$ cat src/rtl/simd_adder_rr_scheduler.sv
// Round-robin front end for one shared 2-cycle 4-lane SIMD adder: grants one
// requester per arbitration cycle, issues to the adder, and returns ID-tagged results in issue order.
module simd_adder_rr_scheduler #(
    parameter int NREQ   = 4,
    parameter int W      = 44,
    parameter int IDW    = 2,
    parameter int RDEPTH = 4
) (
    input  logic              ap_clk,
    input  logic              ap_rst,
    input  logic              ap_ce,
    input  logic [NREQ-1:0]   req_valid,
    input  logic [NREQ*W-1:0] req_a,
    input  logic [NREQ*W-1:0] req_b,
    output logic [NREQ-1:0]   req_ready,
    output logic              add_start,
    output logic [W-1:0]      add_a,
    output logic [W-1:0]      add_b,
    input  logic              add_ready,
    input  logic              add_done,
    input  logic [W-1:0]      add_z,
    output logic              rsp_valid,
    output logic [IDW-1:0]    rsp_id,
    output logic [W-1:0]      rsp_data,
    input  logic              rsp_ready,
    output logic [2:0]        inflight,
    output logic              err
);
    localparam int PW = (RDEPTH > 1) ? $clog2(RDEPTH) : 1;
    localparam int CW = $clog2(RDEPTH + 1);

    typedef enum logic {ARB = 1'b0, ISSUE = 1'b1} state_t;

    state_t         state_q, state_d;
    logic [IDW-1:0] rr_ptr_q, rr_ptr_d;
    logic [IDW-1:0] id_q, id_d;
    logic [W-1:0]   a_q, a_d, b_q, b_d;
    logic [2:0]     inflight_q, inflight_d;
    logic [IDW-1:0] tag_q [2];
    logic [IDW-1:0] tag_d [2];
    logic           err_q, err_d;
    logic [W-1:0]   dmem_q [RDEPTH];
    logic [W-1:0]   dmem_d [RDEPTH];
    logic [IDW-1:0] imem_q [RDEPTH];
    logic [IDW-1:0] imem_d [RDEPTH];
    logic [PW-1:0]  wr_ptr_q, wr_ptr_d, rd_ptr_q, rd_ptr_d;
    logic [CW-1:0]  cnt_q, cnt_d;

    logic           found, credit_ok, accept, issue, done_ok, push, pop;
    logic [IDW-1:0] grant_id;
    logic [W-1:0]   sel_a, sel_b;

    // Cyclic search: first pass covers IDs at/after rr_ptr, second pass wraps below it.
    always_comb begin
        found    = 1'b0;
        grant_id = '0;
        sel_a    = '0;
        sel_b    = '0;
        for (int i = 0; i < NREQ; i++) begin
            if (!found && req_valid[i] && IDW'(i) >= rr_ptr_q) begin
                found = 1'b1; grant_id = IDW'(i);
                sel_a = req_a[i*W +: W]; sel_b = req_b[i*W +: W];
            end
        end
        for (int i = 0; i < NREQ; i++) begin
            if (!found && req_valid[i] && IDW'(i) < rr_ptr_q) begin
                found = 1'b1; grant_id = IDW'(i);
                sel_a = req_a[i*W +: W]; sel_b = req_b[i*W +: W];
            end
        end
    end

    // Ops in the adder plus results already queued may never exceed FIFO depth.
    assign credit_ok = (int'(inflight_q) + int'(cnt_q)) < RDEPTH;

    always_ff @(posedge ap_clk) begin
        if (ap_rst)     state_q <= ARB;
        else if (ap_ce) state_q <= state_d;
    end

    always_comb begin
        state_d = state_q;
        unique case (state_q)
            ARB:   if (accept) state_d = ISSUE;
            ISSUE: if (issue)  state_d = ARB;
            default:           state_d = ARB;
        endcase
    end

    always_comb begin
        accept    = 1'b0;
        issue     = 1'b0;
        add_start = 1'b0;
        req_ready = '0;
        if (ap_ce) begin
            unique case (state_q)
                ARB: begin
                    accept    = found && credit_ok;
                    req_ready = accept ? (NREQ'(1) << grant_id) : '0;
                end
                ISSUE: begin
                    add_start = 1'b1;
                    issue     = add_ready;
                end
                default: ;
            endcase
        end
    end

    assign done_ok = add_done && (inflight_q != 3'd0);
    assign push    = done_ok;
    assign pop     = rsp_valid && rsp_ready;

    always_comb begin
        rr_ptr_d   = rr_ptr_q;
        id_d       = id_q;
        a_d        = a_q;
        b_d        = b_q;
        inflight_d = inflight_q;
        err_d      = err_q || (add_done && inflight_q == 3'd0);
        dmem_d     = dmem_q;
        imem_d     = imem_q;
        wr_ptr_d   = wr_ptr_q;
        rd_ptr_d   = rd_ptr_q;
        cnt_d      = cnt_q;
        tag_d[0]   = issue ? id_q : '0;
        tag_d[1]   = tag_q[0];
        if (accept) begin
            id_d     = grant_id;
            a_d      = sel_a;
            b_d      = sel_b;
            rr_ptr_d = (grant_id == IDW'(NREQ - 1)) ? '0 : grant_id + IDW'(1);
        end
        unique case ({issue, done_ok})
            2'b10:   inflight_d = inflight_q + 3'd1;
            2'b01:   inflight_d = inflight_q - 3'd1;
            default: inflight_d = inflight_q;
        endcase
        if (push) begin
            dmem_d[wr_ptr_q] = add_z;
            imem_d[wr_ptr_q] = tag_q[1];
            wr_ptr_d = (wr_ptr_q == PW'(RDEPTH - 1)) ? '0 : wr_ptr_q + PW'(1);
        end
        if (pop)
            rd_ptr_d = (rd_ptr_q == PW'(RDEPTH - 1)) ? '0 : rd_ptr_q + PW'(1);
        unique case ({push, pop})
            2'b10:   cnt_d = cnt_q + CW'(1);
            2'b01:   cnt_d = cnt_q - CW'(1);
            default: cnt_d = cnt_q;
        endcase
    end

    always_ff @(posedge ap_clk) begin
        if (ap_rst) begin
            rr_ptr_q   <= '0;
            id_q       <= '0;
            a_q        <= '0;
            b_q        <= '0;
            inflight_q <= '0;
            tag_q      <= '{default: '0};
            err_q      <= 1'b0;
            dmem_q     <= '{default: '0};
            imem_q     <= '{default: '0};
            wr_ptr_q   <= '0;
            rd_ptr_q   <= '0;
            cnt_q      <= '0;
        end else if (ap_ce) begin
            rr_ptr_q   <= rr_ptr_d;
            id_q       <= id_d;
            a_q        <= a_d;
            b_q        <= b_d;
            inflight_q <= inflight_d;
            tag_q      <= tag_d;
            err_q      <= err_d;
            dmem_q     <= dmem_d;
            imem_q     <= imem_d;
            wr_ptr_q   <= wr_ptr_d;
            rd_ptr_q   <= rd_ptr_d;
            cnt_q      <= cnt_d;
        end
    end

    assign add_a     = a_q;
    assign add_b     = b_q;
    assign inflight  = inflight_q;
    assign err       = err_q;
    assign rsp_valid = (cnt_q != '0);
    assign rsp_id    = rsp_valid ? imem_q[rd_ptr_q] : '0;
    assign rsp_data  = rsp_valid ? dmem_q[rd_ptr_q] : '0;

endmodule

$ cat config.mk
export PLATFORM = sky130hd
export DESIGN_NAME = simd_adder_rr_scheduler
export DESIGN_NICKNAME = d
export VERILOG_FILES = /design/src/rtl/simd_adder_rr_scheduler.sv
export SDC_FILE = /design/constraint.sdc
export NUM_CORES = 1
export LEC_CHECK = 0
export ABC_AREA = 0
export CAP_MARGIN = 40
export CORE_AREA = 2 2 216 218
export DETAILED_ROUTE_END_ITERATION = 8
export DIE_AREA = 0 0 218 220
export PLACE_DENSITY = 0.65
export SETUP_SLACK_MARGIN = 0.02
export SKIP_CTS_REPAIR_TIMING = 1
export SLEW_MARGIN = 15
export SYNTH_ARGS = -nofsm -noshare
export SYNTH_HDL_FRONTEND = slang
export SYNTH_SLANG_ARGS = --single-unit
$ cat constraint.sdc
create_clock -name ap_clk -period 3.1 [get_ports ap_clk]
set_input_delay 0.465 -clock ap_clk [delete_from_list [all_inputs] [get_ports ap_clk]]
set_output_delay 0.465 -clock ap_clk [all_outputs]
set_load 0.01 [all_outputs]
### Cells colored by class

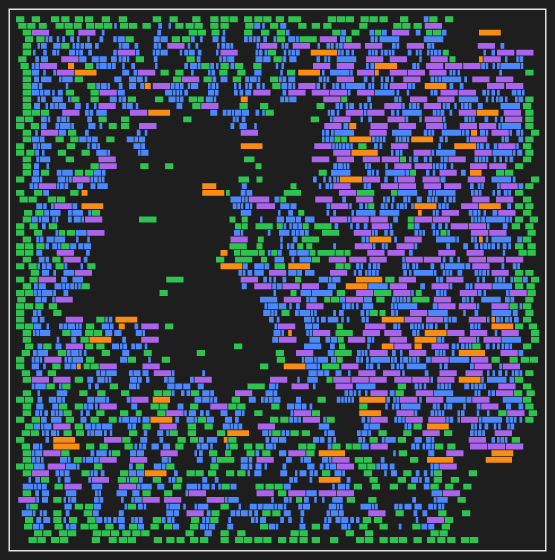
remaining logic cells: shown in blue, cells 1624, share of their area 42%. remaining buffers and delay cells: shown in green, cells 624, share of their area 27%. registers: shown in purple, cells 292, share of their area 25%. clock drivers and dummy loads: shown in orange, cells 66, share of their area 5.8%.
fin util: 0.522
post-route cell area: 24000 µm²
core area: 45900 µm²

### Routed metal per tile

Scale bar: 50 µm. The die is cut into 22 by 22 equal tiles; dark blue is low, red is high, scaled to the fullest tile. Values are wire area over tile area, all layers added.
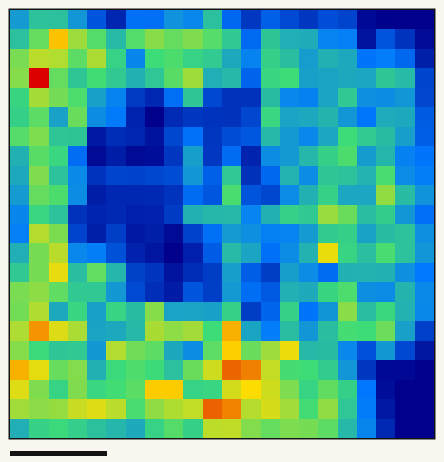
26% of the tiles are over half the peak. The mean over all tiles is 0.26. The emptiest ninth of the die: middle.
wire length per cell: 22.8 µm
Total Wirelength: 73.4 mm
via count: 18.7k
Tot GR Track Use: 0.294

### Track usage over the die

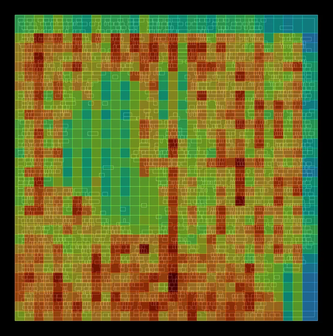
met1 Track Usage GR: 0.376
busiest grt layer: met2
GRT met3 Usage: 0.0672

### Drive-strength map

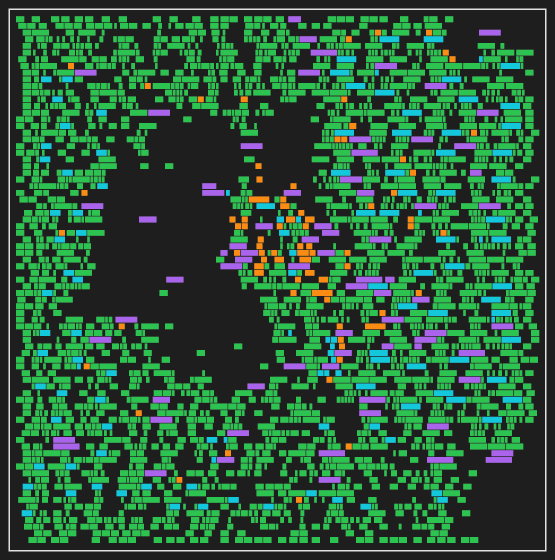
x1 and smaller: shown in green, cells 2337, share 90%. x3 and x4: shown in orange, cells 75, share 2.9%. x2: shown in cyan, cells 121, share 4.6%. x6 and larger: shown in purple, cells 73, share 2.8%.
setup ws final: 0.105 ns
Plain + repair buffers: 624
area grow syn2layout: 46.7%

### Cell area per tile

Scale bar: 50 µm. The die is cut into 22 by 22 equal tiles; dark blue is low, red is high, 0 to 100% covered.
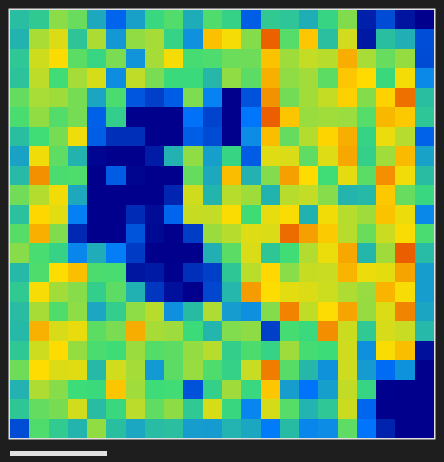
The emptiest ninth of the die: left middle. The densest ninth of the die: right middle. 8.3% of the tiles are nearly empty. The fullest tile reaches 89%. 11% of the tiles are over 75% full. The mean over all tiles is 48%.
floorplan utilization: 0.356

==> impl_metrics.tcl <==
# metrics dict for downstream scripts
set metrics [dict create \
    status "finished, final reports clean" \
    critPathMaxFanout 14 \
    warning_count 30 \
    leakage_nw 8.46 \
    setup_viol 0 \
    xor_share 0.00322 \
    antenna_left 0 \
    clockBufferDepth 3 \
    cts_root_buf "clkbuf_16" \
    syn_nets 2535 \
    fp.dieW_um 218 \
    cp_top_family "buffers and inverters" \
    grt_pass1_vias 17900 \
    register_area_um2 5860 \
    relSlewSlack 0.408 \
    antenna_found_initial 12 \
    adder_share 0.0109 \
    rows 79 \
    clock_latency_ns 0.56 \
    synth-edff-count 0 \
    syn-instance-count 2116 \
    ys.flops 292 \
    clock_buffer_count 38 \
    arrival_ns 2.53 \
    hold_viol 0 \
    synthArstFlopShare 0 \
    mi_logic_area_um2 9550 \
    ys_cells 2116 \
    num-nets-final 2997 \
    drive_above_1_share 0.103 \
    aoi_share 0.222 \
    power.density_nw_per_um2 475 \
    gp_congestion 0.904 \
    place_ws_ns 0.0206 \
    grt_pass1_wl_mm 109 \
    largest_class "logic gates" \
    top_layer "met5" \
    synthesis.area_um2 16300 \
    dr.pass1.iters 6 \
    syn_avg_cell_area_um2 7.72 \
    startpoint_type "flip-flop" \
    grt_overflow 0 \
    mux_share 0.0665 \
    grt_max_degree 97 \
    logic_gates 1596 \
    clk_pin_slew_ns 0.06 \
    dp_hpwl_mm 48.8 \
    wl_met1_mm 29.4 \
    timing_worst_setup_path_type "flip-flop to primary output" \
    cts_made_buffers 36 \
    nWellTaps 607 \
    yosys.area_share.simple 0.278 \
    vias_per_cell 5.79 \
    period_used_share 0.966 \
    skew_ns 0.0186 \
    synthTopCellsByArea "dfxtp_1 36%, nand2_1 11%, a21oi_1 9.6%" \
    synth.logic.top_family "simple AND/OR/NAND/NOR gates" \
    path_cells "buf_4 -> mux4_2 -> and2_1 -> clkdlybuf4s50_1" \
    hp-class "input port to flip-flop" \
    required_ns 2.63 \
    comb-cell-share 0.399 \
    nFillCells 4349 \
    synth_top_cell_by_area "dfxtp_1" \
    io_buffer_count 549 \
    clkCellAreaFrac 0.0562 \
    fmax_mhz 334 \
    yosysTopAreaCellShare 0.358 \
    tightestPinTransition_ns 0.888 \
    power.total_mw 11.4 \
    ios 550 \
    drv_slew 0 \
    yosysWarnings 0 \
    die_area_um2 48000 \
    yosys_area_um2 16300 \
    flop_cell "dfxtp_1" \
    die_h_um 220 \
    rsz0062_at_grt "false" \
    end_kind "primary output" \
    wl_met2_mm 34.5 \
    slowest_stage "mux4_2" \
    seq_cells 292 \
    cts_max_level 2 \
    peakVddDrop_mv 0.402 \
    inverters 28 \
    cpPeakStageDelay_ns 0.54 \
    drt-initial-drc-count 1886 \
    seq_area_frac 0.244 \
    holdWs_ns 0.430 \
    bufAreaShareNonClock 0.264 \
    crit_buf_inv 2 \
    period_minus_slack_ns 3.00 \
    drv_cap 0 \
    antenna_cells 10 \
    synth.distinct_cells 48 \
    clkSinkCount 292 \
    ys_seq_frac 0.358 \
    drc 0 \
    wl_met3_mm 6.92 \
    cts_tree "done" \
]
==> power by group <==
part	internal, mW	total (mW)	switching (mW)
Sequential	3.91	4.03	0.112
Clock	2.96	4.81	1.85
Combinational	1.27	2.54	1.27
Total	8.15	11.4	3.23
==> state kept, by name, indices dropped and copies added, names as in the netlist, 2 cells and up <==
signal	cells
tag_d	2
add_a	44
wr_ptr_q	2
cnt_q	3
add_b	44
tag_q	2
dmem_q	176
id_q	2
imem_q	8
inflight	3
rr_ptr_q	2
rd_ptr_q	2
==> cells in the final DEF, fill, tap and decap left out, types with 8 or more instances in the layout <==
master / Yosys / final
a22o_1: 21 / 21
o21ai_0: 13 / 13
o31a_1: 13 / 13
buf_4: 5 / 55
a311oi_1: 13 / 13
clkbuf_16: 0 / 36
a221oi_1: 54 / 54
clkinv_2: 0 / 8
nor2_1: 165 / 164
ha_1: 11 / 11
nand2_1: 498 / 494
nand3_1: 102 / 102
o221ai_1: 21 / 21
and2_1: 54 / 50
a21oi_1: 314 / 314
and3_1: 55 / 55
nor4_2: 50 / 50
mux4_2: 46 / 46
a211o_1: 21 / 21
buf_12: 0 / 20
a211oi_1: 38 / 38
clkdlybuf4s50_1: 0 / 543
a22oi_1: 55 / 55
bufinv_16: 0 / 9
dfxtp_1: 292 / 288
diode_2: 0 / 10
inv_1: 28 / 28
==> metal layers <==
metal | up-vias | GRT usage
met2 | 984 | 0.479
met1 | 9063 | 0.376
met3 | 155 | 0.0672
met4 | 4 | 0.117
li1 | 8460 | -
met5 | - | 0
==> cell families (layout without fill, tap and decap cells) <==
kind of cell    after synthesis  after routing
simple gates                957            957
other cells                   0             10
fa+ha+maj                    13             13
flops                       292            292
xor+xnor                      6              6
compound gates              569            569
mux                          51             51
buf+inv                     228            718
==> worst paths after layout <==
kind | to | cells after the start | slack [ns] | start
worst max-delay path | rsp_data[2] | 4 | 0.10 | rd_ptr_q[1]
worst min-delay path | dmem_q[96] | 2 | 0.43 | ap_rst
worst max register to register | add_b[42] | 9 | 0.40 | inflight[2]
worst min register to register | dmem_q[73] | 2 | 0.45 | dmem_q[73]
==> stage by stage <==
stage / setup TNS, ns / instances / cell area, µm²
after floorplan: 0 / 2116 / 16300
after global placement: -11.45 / 3133 / 22500
after detailed placement: 0 / 3134 / 22500
after CTS: -1.44 / 3200 / 23800
after global routing: 0 / 3220 / 24000
final: 0 / 3223 / 24000
==> cell usage after synthesis, types with 2 or more instances <==
master,number
nand2_1,498
and3_1,55
buf_2,57
nand2b_1,3
nor2_2,3
fa_1,2
nor4_1,4
nor2b_1,6
dfxtp_1,292
buf_1,11
buf_6,8
a22oi_1,55
a22o_1,21
a211o_1,21
nand3_1,102
mux4_2,46
mux2i_1,5
o21ai_0,13
a21oi_1,314
nor2_1,165
buf_4,5
a311oi_1,13
nor2_4,2
a221oi_1,54
nand4_1,2
o31a_1,13
a21oi_2,2
inv_1,28
nor4_2,50
xnor2_1,4
xor2_1,2
a211oi_1,38
and2_1,54
o221ai_1,21
ha_1,11
nor3_1,5
clkbuf_1,119
a31oi_1,2
Power figures rest on the tool's default switching activity, not on a simulated workload.
